==> config.mk <==
export PLATFORM = sky130hd
export DESIGN_NAME = seq_divider_flat
export DESIGN_NICKNAME = d
export VERILOG_FILES = /design/src/rtl/seq_divider_pkg.sv /design/src/rtl/seq_divider_if.sv /design/src/rtl/seq_divider_div_step.sv /design/src/rtl/seq_divider.sv /design/src/flat_wrapper.sv
export SDC_FILE = /design/constraint.sdc
export NUM_CORES = 1
export LEC_CHECK = 0
export CAP_MARGIN = 20
export CORE_ASPECT_RATIO = 1.75
export CORE_UTILIZATION = 45
export DETAILED_ROUTE_END_ITERATION = 8
export PLACE_DENSITY = 0.76
export REMOVE_ABC_BUFFERS = 1
export SLEW_MARGIN = 20
export SYNTH_ARGS = -nofsm -noshare
export SYNTH_HDL_FRONTEND = slang
export SYNTH_SLANG_ARGS = --single-unit
==> constraint.sdc <==
create_clock -name clk -period 5.7 [get_ports clk]
set_input_delay 0.57 -clock clk [delete_from_list [all_inputs] [get_ports clk]]
set_output_delay 0.57 -clock clk [all_outputs]
set_load 0.02 [all_outputs]
**Register map, names as in the netlist**

Scale bar: 20 µm. Other sequential cells in the stronger grey, the rest of the logic in the fainter grey.
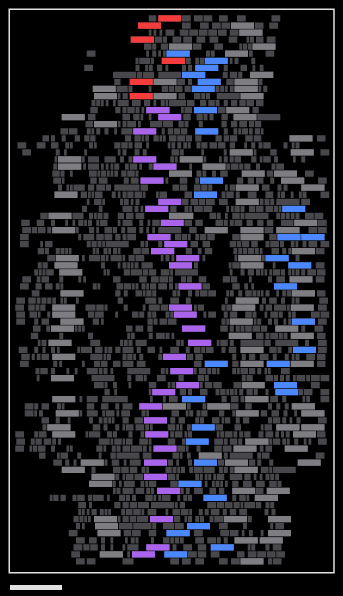
| signal | colour | placed flops |
|---|---|---|
| u_core.cnt_q | red | 6 |
| u_core.bus.remainder | blue | 32 |
| u_core.p_q | purple | 33 |
not coloured: 104
final core area utilization: 53.7%
power dissipated in sequential cells: 2.32 mW
flop share of the area: 31.5%

**Signal wires by layer**

Scale bar: 20 µm. Only two layers are drawn.
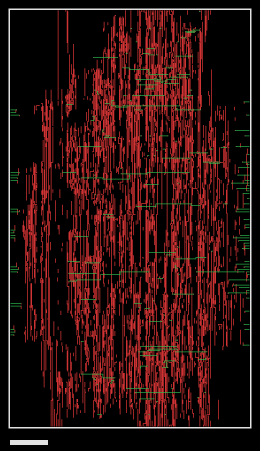
| layer | colour | wire length |
|---|---|---|
| metal 3 | green | 1,030 µm |
| metal 2 | red | 16,800 µm |
all-layer global routing usage: 23.8%
routed wire length: 31,600 µm

**Routing congestion map**

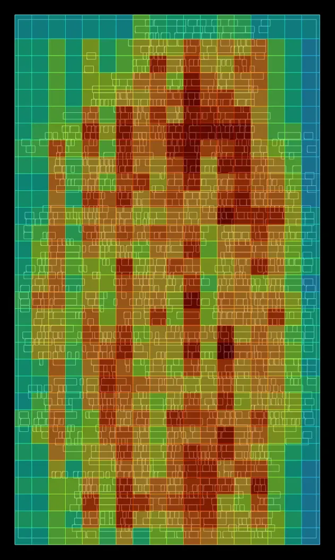
met2 Resource Use GR: 44.0%
met1 Usage GRT: 26.0%

**Placement density heat map**

12 x 22 tiles, from black (low) to pale yellow (high), 0 to 100% covered.
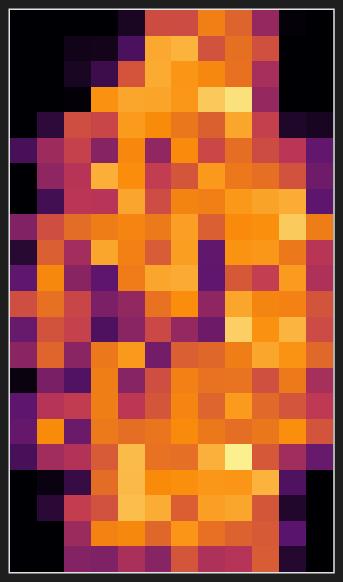
fullest tile: 97%
nearly empty tiles: 12%
tiles over 75% full: 20%
emptiest ninth of the die: north-west
core box area: 25,900 µm²
effective utilization at floorplan: 45.9%

==> results.toml <==
# physical design summary
[status]
run_status = "complete, no violations"

[final_layout]
antennaDiodeCount = 0
area_dominant_class = "combinational gates"
clock_buffer_count = 23
area_growth_pct = 17.1
post_route_cells_drive_above_1_share_pct = 4.16
final_cell_mix = "nand2_1, dfrtp_1, o21ai_0"
layout.non_clock_inverters = 56
final_cell_area_um2 = 13900
layout_net_count = 1610

[routing]
met2_length_um = 16800
route.detailed.vias_per_inst = 5.80
drt-wirelength-per-cell_um = 17.2
drt-met1-wl_um = 12300
number_of_antenna_violating_nets_in_the_routed_design = 0
routed.top_layer = "met4"

[power_and_ir_drop]
power.sequential.fraction_pct = 27.7
power_leader = "combinational cells"
power.density_cell_area_nw_per_um2 = 604
combinationalPower_mw = 4.95
swShare_pct = 46.8
post-layout-total-power_mw = 8.39

[synth]
synth_async_sr_flop_share_pct = 100
ys_seq_elements = 175
synth.top_cells.by_count = "nand2_1, dfrtp_1, o21ai_0"
post-synth-top-area-cell = "dfrtp_1"
post_synth_main_area_contributors = "dfrtp_1, o21ai_0, xnor2_1"

[die]
dieHeight_um = 217
fp.dieArea_um2 = 27000

[sta]
slew_viol_final = 0
clock-skew-final_ps = 9.56
setup_viol_count_final = 0
max_clock_freq_mhz = 260
final.period_utilization_pct = 67.5
hold_slack_ps = 478

[worst_hold_path]
worstHoldPathType = "reg2reg"

[clock_tree]
clk_pin_slew_ps = 70
cts_tree = "done"

[worst_setup_path]
crit_arrival_ps = 4210
path_cells = "ha_1 -> nand2_1 -> o21ai_1 -> inv_1 -> a2111oi_4 -> o21bai_2 -> a2111oi_4 -> buf_4 -> nand2_1 -> o221ai_1"
worstSetupPathDepth = 10
critical_path.top_delay_family = "AND-OR/OR-AND gates"

[global_routing]
global_route.peak_usage_layer = "met2"
grt_max_degree = 84

[placed_design]
place_congestion = 0.910
Power and IR drop assume default switching activity.
